### The metal 2 layer, run 1

Drawn at 4 px/um.
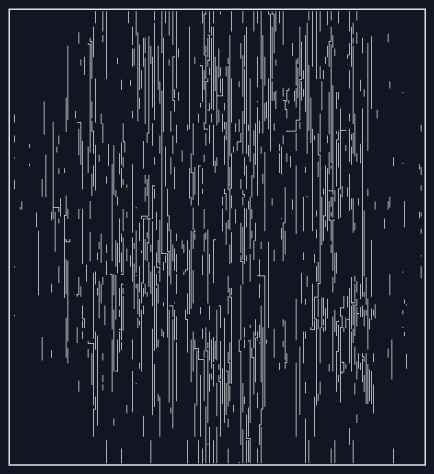
### Nets reached from selected ports, run 1

Drawn at 2 px/um.
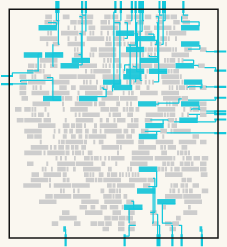
### Signal wires by layer, run 1

Drawn at 2 px/um. Two of the layers only.
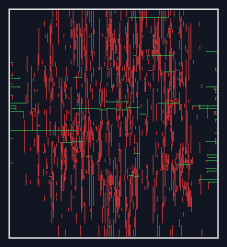
### Placement view, run 1

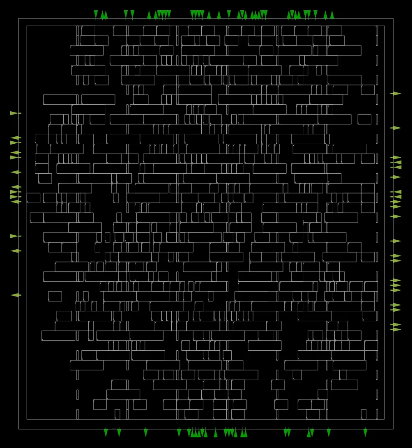
`config.mk`:
```
export PLATFORM = sky130hd
export DESIGN_NAME = instr_encoder
export DESIGN_NICKNAME = d
export VERILOG_FILES = /design/src/rtl/riscv_pkg.sv /design/src/rtl/instr_field_pack.sv /design/src/rtl/instr_encoder.sv
export SDC_FILE = /design/constraint.sdc
export NUM_CORES = 1
export LEC_CHECK = 0
export CAP_MARGIN = 20
export CORE_ASPECT_RATIO = 1.1
export CORE_MARGIN = 2
export CORE_UTILIZATION = 40
export CTS_BUF_LIST = sky130_fd_sc_hd__clkbuf_16
export DETAILED_ROUTE_END_ITERATION = 16
export PLACE_DENSITY = 0.68
export SYNTH_ARGS = -nofsm -noshare
export SYNTH_HDL_FRONTEND = slang
export SYNTH_SLANG_ARGS = --single-unit
```
`constraint.sdc`:
```
create_clock -name clk_i -period 3 [get_ports clk_i]
set_clock_uncertainty 0.05 [all_clocks]
set_input_delay 0.6 -clock clk_i [delete_from_list [all_inputs] [get_ports clk_i]]
set_output_delay 0.6 -clock clk_i [all_outputs]
set_load 0.01 [all_outputs]
```
`src/rtl/riscv_pkg.sv`:
```
// rtl/riscv_pkg.sv - RV32I opcode, class and funct3 constants shared by encode and decode sides
package riscv_pkg;

    localparam logic [6:0] OPC_ALU_I = 7'b0010011;
    localparam logic [6:0] OPC_LOAD  = 7'b0000011;
    localparam logic [6:0] OPC_STORE = 7'b0100011;
    localparam logic [6:0] OPC_BRANCH = 7'b1100011;

    localparam logic [2:0] F3_WORD = 3'b010;
    localparam logic [2:0] F3_BEQ  = 3'b000;

    typedef enum logic [1:0] {
        CLS_ALU_I = 2'd0,
        CLS_LW    = 2'd1,
        CLS_SW    = 2'd2,
        CLS_BEQ   = 2'd3
    } instr_class_e;

    // Branch offsets must be halfword aligned; everything else must fit 12-bit signed.
    function automatic logic imm_legal(input instr_class_e cls, input logic [12:0] imm);
        if (cls == CLS_BEQ) begin
            imm_legal = ~imm[0];
        end else begin
            imm_legal = (imm[12] == imm[11]);
        end
    endfunction

endpackage

```
`src/rtl/instr_field_pack.sv`:
```
// rtl/instr_field_pack.sv - combinational packing of one descriptor into an RV32I word
module instr_field_pack
    import riscv_pkg::*;
(
    input  instr_class_e i_class,
    input  logic [4:0]   i_rd,
    input  logic [4:0]   i_rs1,
    input  logic [4:0]   i_rs2,
    input  logic [2:0]   i_funct3,
    input  logic [12:0]  i_imm,
    output logic [31:0]  o_word,
    output logic         o_legal
);

    always_comb begin
        o_word  = 32'd0;
        o_legal = imm_legal(i_class, i_imm);
        case (i_class)
            CLS_ALU_I: o_word = {i_imm[11:0], i_rs1, i_funct3, i_rd, OPC_ALU_I};
            CLS_LW:    o_word = {i_imm[11:0], i_rs1, F3_WORD, i_rd, OPC_LOAD};
            CLS_SW:    o_word = {i_imm[11:5], i_rs2, i_rs1, F3_WORD, i_imm[4:0], OPC_STORE};
            CLS_BEQ:   o_word = {i_imm[12], i_imm[10:5], i_rs2, i_rs1, F3_BEQ,
                                 i_imm[4:1], i_imm[11], OPC_BRANCH};
            default:   o_word = 32'd0;
        endcase
    end

endmodule

```
`src/rtl/instr_encoder.sv`:
```
// rtl/instr_encoder.sv - streaming RV32I assembler writing encoded words into instruction memory
module instr_encoder
    import riscv_pkg::*;
#(
    parameter int DEPTH  = 256,
    parameter int ADDR_W = $clog2(DEPTH)
) (
    input  logic              clk_i,
    input  logic              rst_i,
    input  logic              start_i,
    input  logic              finish_i,
    input  logic              in_valid_i,
    output logic              in_ready_o,
    input  logic [1:0]        in_class_i,
    input  logic [4:0]        in_rd_i,
    input  logic [4:0]        in_rs1_i,
    input  logic [4:0]        in_rs2_i,
    input  logic [2:0]        in_funct3_i,
    input  logic [12:0]       in_imm_i,
    output logic              wr_en_o,
    output logic [ADDR_W-1:0] wr_addr_o,
    output logic [31:0]       wr_data_o,
    output logic [ADDR_W:0]   count_o,
    output logic              err_o,
    output logic              busy_o,
    output logic              done_o
);

    typedef enum logic [1:0] {
        ST_IDLE  = 2'd0,
        ST_RUN   = 2'd1,
        ST_DRAIN = 2'd2,
        ST_DONE  = 2'd3
    } state_e;

    localparam logic [ADDR_W:0] LP_DEPTH = (ADDR_W+1)'(DEPTH);
    localparam logic [ADDR_W:0] LP_LAST  = (ADDR_W+1)'(DEPTH - 1);

    state_e            r_state;
    state_e            w_state_nxt;
    logic [ADDR_W:0]   r_alloc;
    logic [ADDR_W:0]   r_count;
    logic              r_err;

    logic              r_s1_valid;
    instr_class_e      r_s1_class;
    logic [4:0]        r_s1_rd;
    logic [4:0]        r_s1_rs1;
    logic [4:0]        r_s1_rs2;
    logic [2:0]        r_s1_funct3;
    logic [12:0]       r_s1_imm;
    logic [ADDR_W-1:0] r_s1_addr;

    logic              r_s2_valid;
    logic [ADDR_W-1:0] r_wr_addr;
    logic [31:0]       r_wr_data;

    instr_class_e      w_in_class;
    logic              w_start;
    logic              w_accept;
    logic              w_in_legal;
    logic              w_acc_legal;
    logic [31:0]       w_word;
    logic              w_pack_legal;
    logic              w_s2_load;

    assign w_in_class  = instr_class_e'(in_class_i);
    assign in_ready_o  = (r_state == ST_RUN) && (r_alloc < LP_DEPTH);
    assign w_start     = start_i && ((r_state == ST_IDLE) || (r_state == ST_DONE));
    assign w_accept    = in_valid_i && in_ready_o;
    assign w_in_legal  = imm_legal(w_in_class, in_imm_i);
    assign w_acc_legal = w_accept && w_in_legal;
    assign w_s2_load   = r_s1_valid && w_pack_legal;

    always_comb begin
        w_state_nxt = r_state;
        case (r_state)
            ST_IDLE, ST_DONE: if (start_i) w_state_nxt = ST_RUN;
            ST_RUN: begin
                if (finish_i || (w_acc_legal && (r_alloc == LP_LAST))) begin
                    w_state_nxt = ST_DRAIN;
                end
            end
            // S2 empties on the same edge that S1 is found empty, so DONE follows the last write.
            ST_DRAIN: if (!r_s1_valid) w_state_nxt = ST_DONE;
            default: w_state_nxt = ST_IDLE;
        endcase
    end

    always_ff @(posedge clk_i or posedge rst_i) begin
        if (rst_i) begin
            r_state <= ST_IDLE;
        end else begin
            r_state <= w_state_nxt;
        end
    end

    always_ff @(posedge clk_i or posedge rst_i) begin
        if (rst_i) begin
            r_alloc <= '0;
            r_count <= '0;
            r_err   <= 1'b0;
        end else if (w_start) begin
            r_alloc <= '0;
            r_count <= '0;
            r_err   <= 1'b0;
        end else begin
            if (w_acc_legal) r_alloc <= r_alloc + 1'b1;
            if (w_s2_load)   r_count <= r_count + 1'b1;
            if (w_accept && !w_in_legal) r_err <= 1'b1;
        end
    end

    always_ff @(posedge clk_i or posedge rst_i) begin
        if (rst_i) begin
            r_s1_valid  <= 1'b0;
            r_s1_class  <= CLS_ALU_I;
            r_s1_rd     <= '0;
            r_s1_rs1    <= '0;
            r_s1_rs2    <= '0;
            r_s1_funct3 <= '0;
            r_s1_imm    <= '0;
            r_s1_addr   <= '0;
        end else begin
            r_s1_valid <= w_acc_legal;
            if (w_acc_legal) begin
                r_s1_class  <= w_in_class;
                r_s1_rd     <= in_rd_i;
                r_s1_rs1    <= in_rs1_i;
                r_s1_rs2    <= in_rs2_i;
                r_s1_funct3 <= in_funct3_i;
                r_s1_imm    <= in_imm_i;
                r_s1_addr   <= r_alloc[ADDR_W-1:0];
            end
        end
    end

    instr_field_pack u_pack (
        .i_class  (r_s1_class),
        .i_rd     (r_s1_rd),
        .i_rs1    (r_s1_rs1),
        .i_rs2    (r_s1_rs2),
        .i_funct3 (r_s1_funct3),
        .i_imm    (r_s1_imm),
        .o_word   (w_word),
        .o_legal  (w_pack_legal)
    );

    always_ff @(posedge clk_i or posedge rst_i) begin
        if (rst_i) begin
            r_s2_valid <= 1'b0;
            r_wr_addr  <= '0;
            r_wr_data  <= '0;
        end else begin
            r_s2_valid <= w_s2_load;
            if (w_s2_load) begin
                r_wr_addr <= r_s1_addr;
                r_wr_data <= w_word;
            end
        end
    end

    assign wr_en_o   = r_s2_valid;
    assign wr_addr_o = r_wr_addr;
    assign wr_data_o = r_wr_data;
    assign count_o   = r_count;
    assign err_o     = r_err;
    assign busy_o    = (r_state == ST_RUN) || (r_state == ST_DRAIN);
    assign done_o    = (r_state == ST_DONE);

endmodule

```
==> Implementation_results.wiki, run 1 <==
== Metrics ==
{| class="wikitable"
! Metric !! Value
|-
| Status || completed
|-
| Post-route DRC violation count || 0
|-
| Instance count of the mapped netlist || 436
|-
| Share of the synthesized area in the top cell type || 57.9%
|-
| Most frequently placed logic cell in the final layout || sky130_fd_sc_hd__nand2_1
|-
| Number of flip-flops under the largest register name || 29
|-
| Destination of the worst hold path || r_s1_imm[9]
|-
| List of most frequent post-synthesis cells || sky130_fd_sc_hd__nand2_1 (140), sky130_fd_sc_hd__dfrtp_1 (101), sky130_fd_sc_hd__nor2_1 (32)
|-
| Htree depth || 3
|-
| Chip height || 114 um
|-
| Max-capacitance violation count || 0
|-
| Hold Crit Class || flop to flop
|-
| Combinational share of power || 34.8%
|-
| Largest net degree at the start of global routing || 102
|-
| Post-Synth XOR/XNOR Area || 0.802%
|-
| Setup crit end kind || output pin
|-
| Worst Min Path Start || r_s1_imm[9]
|-
| Combinational power || 0.00178 W
|-
| Detail-routed via count per cell || 4.94
|-
| Standard-cell rows || 40
|-
| Sinks on Clock Net || 101
|-
| Clock transition at path regs || 0.07 ns
|-
| Design Power || 0.00511 W
|-
| Most popular library cell in the synthesized design by count || sky130_fd_sc_hd__nand2_1
|-
| Flip-flop and latch count after synthesis || 101
|-
| DP Worst Slack || 0.309 ns
|-
| Required @ worst endpoint || 2.35 ns
|-
| Final worst-path cycle share || 82.2%
|-
| Group with the largest share of power || registers
|-
| Post-CTS repair timing setup buffer count || 0
|-
| Number of buffers between clock root and the deepest sink || 2
|-
| Number of OpenROAD warnings || 34
|-
| Total routing resource utilization after global routing || 16.8%
|-
| Post-Syn Area || 4370 um2
|-
| Number of antenna violations at the first check in global routing || 0
|-
| Area fraction in and, or, nand and nor cells after synthesis || 19.8%
|-
| Final WS setup || 0.533 ns
|-
| Number of enable-type register cells in the synthesized netlist || 0
|-
| Nets@finish || 568
|-
| Proportion of register bits with asynchronous set or reset after synthesis || 100%
|-
| Compound Share, Synth || 8.22%
|-
| Internal portion of total power || 0.00343 W
|}
Notes on 'The metal 2 layer' above:
nets with wire on the layer: 480
wire length on this layer: 4880 um
share of all routed wire: 51%
total vias in the final route: 3309
drt total wl: 9570 um
global-route track usage on met2: 28.5%

Notes on 'Nets reached from selected ports' above:
[cyan] `wr_data_o` | bits: 32 | direction: output | edge: 15 north, 8 east, 7 south, 2 west | end cells: 31 | buffers: 30 | wire: 875 um

Notes on 'Signal wires by layer' above:
[green] metal 3 | wire length: 269 um
[red] metal 2 | wire length: 4880 um

Notes on 'Placement view' above:
count of flip-flops and latches: 101
area inside the core boundary: 10800 um2
fillcell total: 1007

-- run 1: how the worst max path moves through the flow --
| stage | slack [ns] | cells past startpoint | end | start |
|---|---|---|---|---|
| after detailed placement | 0.31 | 7 | r_alloc[6] | in_imm_i[11] |
| final | 0.53 | 4 | busy_o | r_state[0] |
| after CTS | 0.52 | 4 | busy_o | r_state[0] |
| after global placement | 0.41 | 7 | r_alloc[6] | in_imm_i[12] |
| after floorplan | 1.15 | 1 | count_o[0] | rst_i |
| after global routing | 0.46 | 4 | busy_o | r_state[0] |
-- run 1: layout make-up --
type	instances	area, um2
Multi-Input combinational cell	301	1690
Clock buffer	9	225
Tap cell	147	184
Timing Repair Buffer	95	961
Sequential cell	101	2530
Clock inverter	6	88.8
Fill cell	1007	5040
Inverter	11	45.0
### I/O pins on the die edge, run 1

Drawn at 4 px/um. Pins as bars across the die edge, other pins in grey.
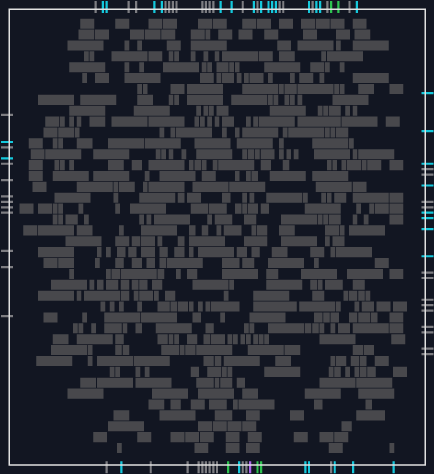

## Run 2: what changed since run 1
Settings changed: PLACE_DENSITY 0.68 to 0.65.
Clock period 3 ns to 2.57 ns, I/O delays scaled along.
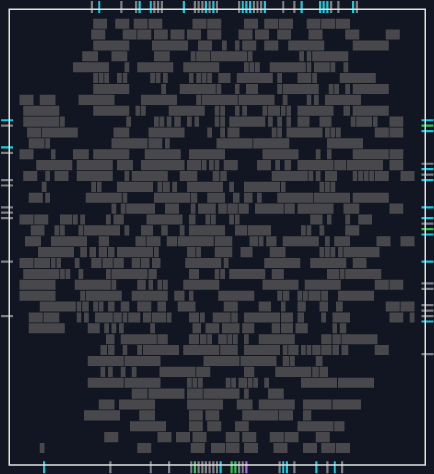
*I/O pins on the die edge, run 2*
Drawn at 4 px/um. Pins as bars across the die edge, other pins in grey.
[green] `in_rs1_i` | pins: 5 | direction: input | edge: 3 south, 2 east
[purple] `start_i` | pins: 1 | direction: input | edge: south
[cyan] `wr_data_o` | pins: 32 | direction: output | edge: 15 north, 9 east, 6 south, 2 west
all pins by edge: 35 north, 26 south, 20 east, 11 west

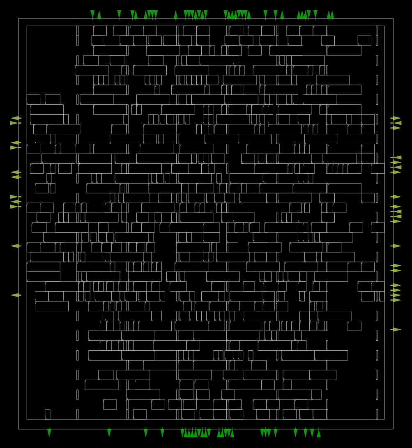
*Placement view, run 2*
core occupancy in the finished layout: 53.5%
tally of non-filler cells in the final layout: 675

==> run 2 against run 1 <==
Sequential share of layout area decreased by 0.26 points. Non-clock buffer count up 4. First-iteration DRC count decreased by 8.2%. Flip-flop count stayed put. Synthesized area did not move. Total power up 15%. Register-to-register slack worse by 0.35 ns. Clock-buffer cell count unchanged. Combinational power up 19%. Utilization rose by 0.31 points.
==> Implementation_results.wiki, run 2 <==
== Metrics ==
{| class="wikitable"
! Metric !! Value
|-
| Status || completed
|-
| Global-route track usage on met2 || 30.2%
|-
| Total routing resource utilization after global routing || 17.2%
|-
| Sinks on Clock Net || 101
|-
| Share of the synthesized area in the top cell type || 57.9%
|-
| Htree depth || 3
|-
| Post-Synth XOR/XNOR Area || 0.802%
|-
| Number of flip-flops under the largest register name || 29
|-
| Critical path launch point || r_state[0]
|-
| Area fraction in and, or, nand and nor cells after synthesis || 19.8%
|-
| Post-Syn Area || 4370 um2
|-
| Instance count of the mapped netlist || 436
|-
| Group with the largest share of power || registers
|-
| Depth of the critical timing path with buffers and inverters included || 4
|-
| Post-route DRC violation count || 0
|-
| Total vias in the final route || 3353
|-
| Flip-flop and latch count after synthesis || 101
|-
| Largest net degree at the start of global routing || 57
|-
| Standard-cell rows || 40
|-
| Proportion of register bits with asynchronous set or reset after synthesis || 100%
|-
| Number of antenna violations at the first check in global routing || 0
|-
| Internal portion of total power || 0.00393 W
|-
| Endpoint of the most critical setup path || busy_o
|-
| Detail-routed via count per cell || 4.97
|-
| Number of buffers between clock root and the deepest sink || 2
|-
| Required @ worst endpoint || 2.01 ns
|-
| Compound Share, Synth || 8.22%
|-
| Number of enable-type register cells in the synthesized netlist || 0
|-
| Chip height || 114 um
|-
| Most popular library cell in the synthesized design by count || sky130_fd_sc_hd__nand2_1
|-
| Destination of the worst hold path || r_s1_rs1[0]
|-
| Most frequently placed logic cell in the final layout || sky130_fd_sc_hd__nand2_1
|-
| Nets@finish || 572
|-
| Setup crit end kind || output pin
|}
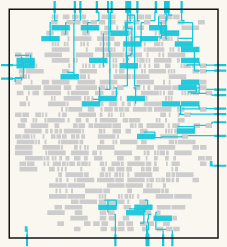
*Nets reached from selected ports, run 2*
Drawn at 2 px/um.
[cyan] `wr_data_o` | bits: 32 | direction: output | edge: 15 north, 9 east, 6 south, 2 west | end cells: 31 | buffers: 30 | wire: 752 um

## run 2: cell counts after synthesis
No cell type changed its count.
## run 2: area by class of cell
class	count	area (um2)	area share (%)
sequential	101	2530	43.9
multi-input combinational	301	1690	29.4
timing repair buffer	99	1020	17.6
clock buffer	9	225	3.91
tap	147	184	3.19
clock inverter	7	67.6	1.17
inverter	11	45.0	0.782
## run 2: metrics by stage
step	cell area (um2)	power, W	worst slack, ns	utilization, %	cells
after floorplan	4370	0.00363	0.774	-	437
after global placement	5470	0.00455	0.222	50.8	659
after detailed placement	5470	0.00463	0.198	50.8	659
after CTS	5760	0.00597	0.190	53.5	675
after global routing	5760	0.00628	0.138	53.5	675
final	5760	0.00590	0.193	53.5	675
### The metal 2 layer, run 2

Drawn at 4 px/um.
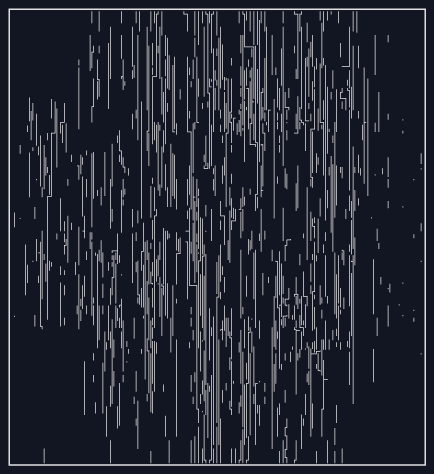

## Run 3: what changed since run 2
Settings changed: CORE_UTILIZATION 40 to 45, PLACE_DENSITY 0.65 to 0.72.
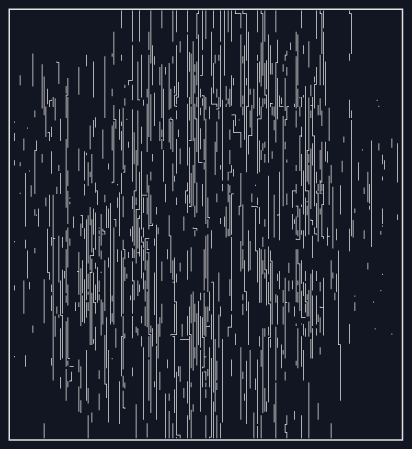
*The metal 2 layer, run 3*
Drawn at 4 px/um.
main direction: vertical
share of all routed wire: 49%

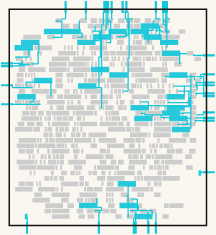
*Nets reached from selected ports, run 3*
Drawn at 2 px/um.
[cyan] `wr_data_o` | bits: 32 | direction: output | edge: 12 north, 10 east, 6 south, 4 west | end cells: 31 | buffers: 30 | wire: 741 um
I/O pins: 92
count of buffers inserted at the top-level ports: 89

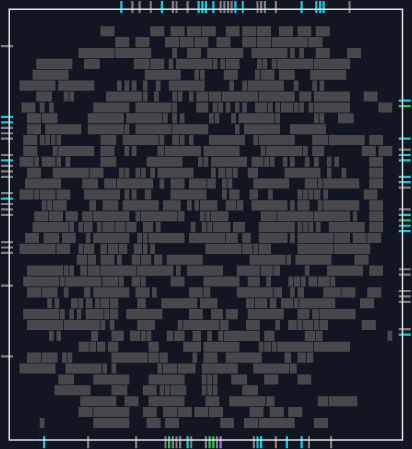
*I/O pins on the die edge, run 3*
Drawn at 4 px/um. Pins as bars across the die edge, other pins in grey.
[cyan] `wr_data_o` | pins: 32 | direction: output | edge: 12 north, 10 east, 6 south, 4 west
[green] `in_rs1_i` | pins: 5 | direction: input | edge: 3 south, 2 east
[purple] `start_i` | pins: 1 | direction: input | edge: south

==> run 3 against run 2 <==
Global-route usage grew 2.1 points. Sequential power hardly changed. Maximum frequency grew 0.40%. Critical endpoint unchanged. Synthesized cell count stayed put. Hold slack is essentially flat. Non-clock buffer count unchanged. Routed wire length down 0.22%. Highest routed layer unchanged.
==> Implementation_results.wiki, run 3 <==
== Metrics ==
{| class="wikitable"
! Metric !! Value
|-
| Number of buffers between clock root and the deepest sink || 2
|-
| Number of antenna violations at the first check in global routing || 0
|-
| Htree depth || 3
|-
| Share of the synthesized area in the top cell type || 57.9%
|-
| Inverter tally of the final layout excluding the clock network || 11
|-
| Number of well taps || 117
|-
| List of most frequent post-synthesis cells || sky130_fd_sc_hd__nand2_1 (140), sky130_fd_sc_hd__dfrtp_1 (101), sky130_fd_sc_hd__nor2_1 (32)
|-
| Combinational cell area excluding buffers and inverters || 1690 um2
|-
| Flip-flop and latch count after synthesis || 101
|-
| Instance count of the mapped netlist || 436
|-
| Data-path buffer share of cell area in the final layout || 17.4%
|-
| Post-placement cell area || 5400 um2
|-
| Buffers outside the clock class || 99
|-
| Final worst-path cycle share || 92.1%
|-
| Number of enable-type register cells in the synthesized netlist || 0
|-
| Max-capacitance violation count || 0
|-
| Most frequently placed logic cell in the final layout || sky130_fd_sc_hd__nand2_1
|-
| Global-route track usage on met2 || 31.3%
|-
| Share of cell area taken by multi-input logic gates || 29.8%
|-
| Post-route DRC violation count || 0
|-
| Layout multi-input combinational cell count || 301
|-
| Core occupancy in the finished layout || 60.5%
|-
| Final WS setup || 0.202 ns
|-
| Post-Syn Area || 4370 um2
|-
| Sequential share of cell area || 44.4%
|-
| Endpoint of the most critical setup path || busy_o
|-
| Design Power || 0.00585 W
|-
| Count of flip-flops and latches || 101
|-
| Status || completed
|-
| Worst Min Path Start || r_s1_addr[4]
|}
run 3: where the power goes:
| group | total [W] | leakage [nW] | internal, W | switching [W] |
|---|---|---|---|---|
| Clock | 0.00129 | 0.144 | 0.000672 | 0.000617 |
| Combinational | 0.00209 | 1.28 | 0.00106 | 0.00103 |
| Sequential | 0.00247 | 1.30 | 0.00212 | 0.000345 |
| Total | 0.00585 | 2.72 | 0.00385 | 0.00199 |
run 3: cells by family (layout without fill, tap and decap cells):
kind of cell	after synthesis	count (layout)	synth area share, %
compound gates	52	52	8.22
xor+xnor	4	4	0.802
fa+ha+maj	11	11	3.15
buf+inv	35	126	3.44
flops	101	101	57.9
mux	26	26	6.59
other cells	1	2	0.0859
simple gates	206	206	19.8
Power and IR drop assume default switching activity.
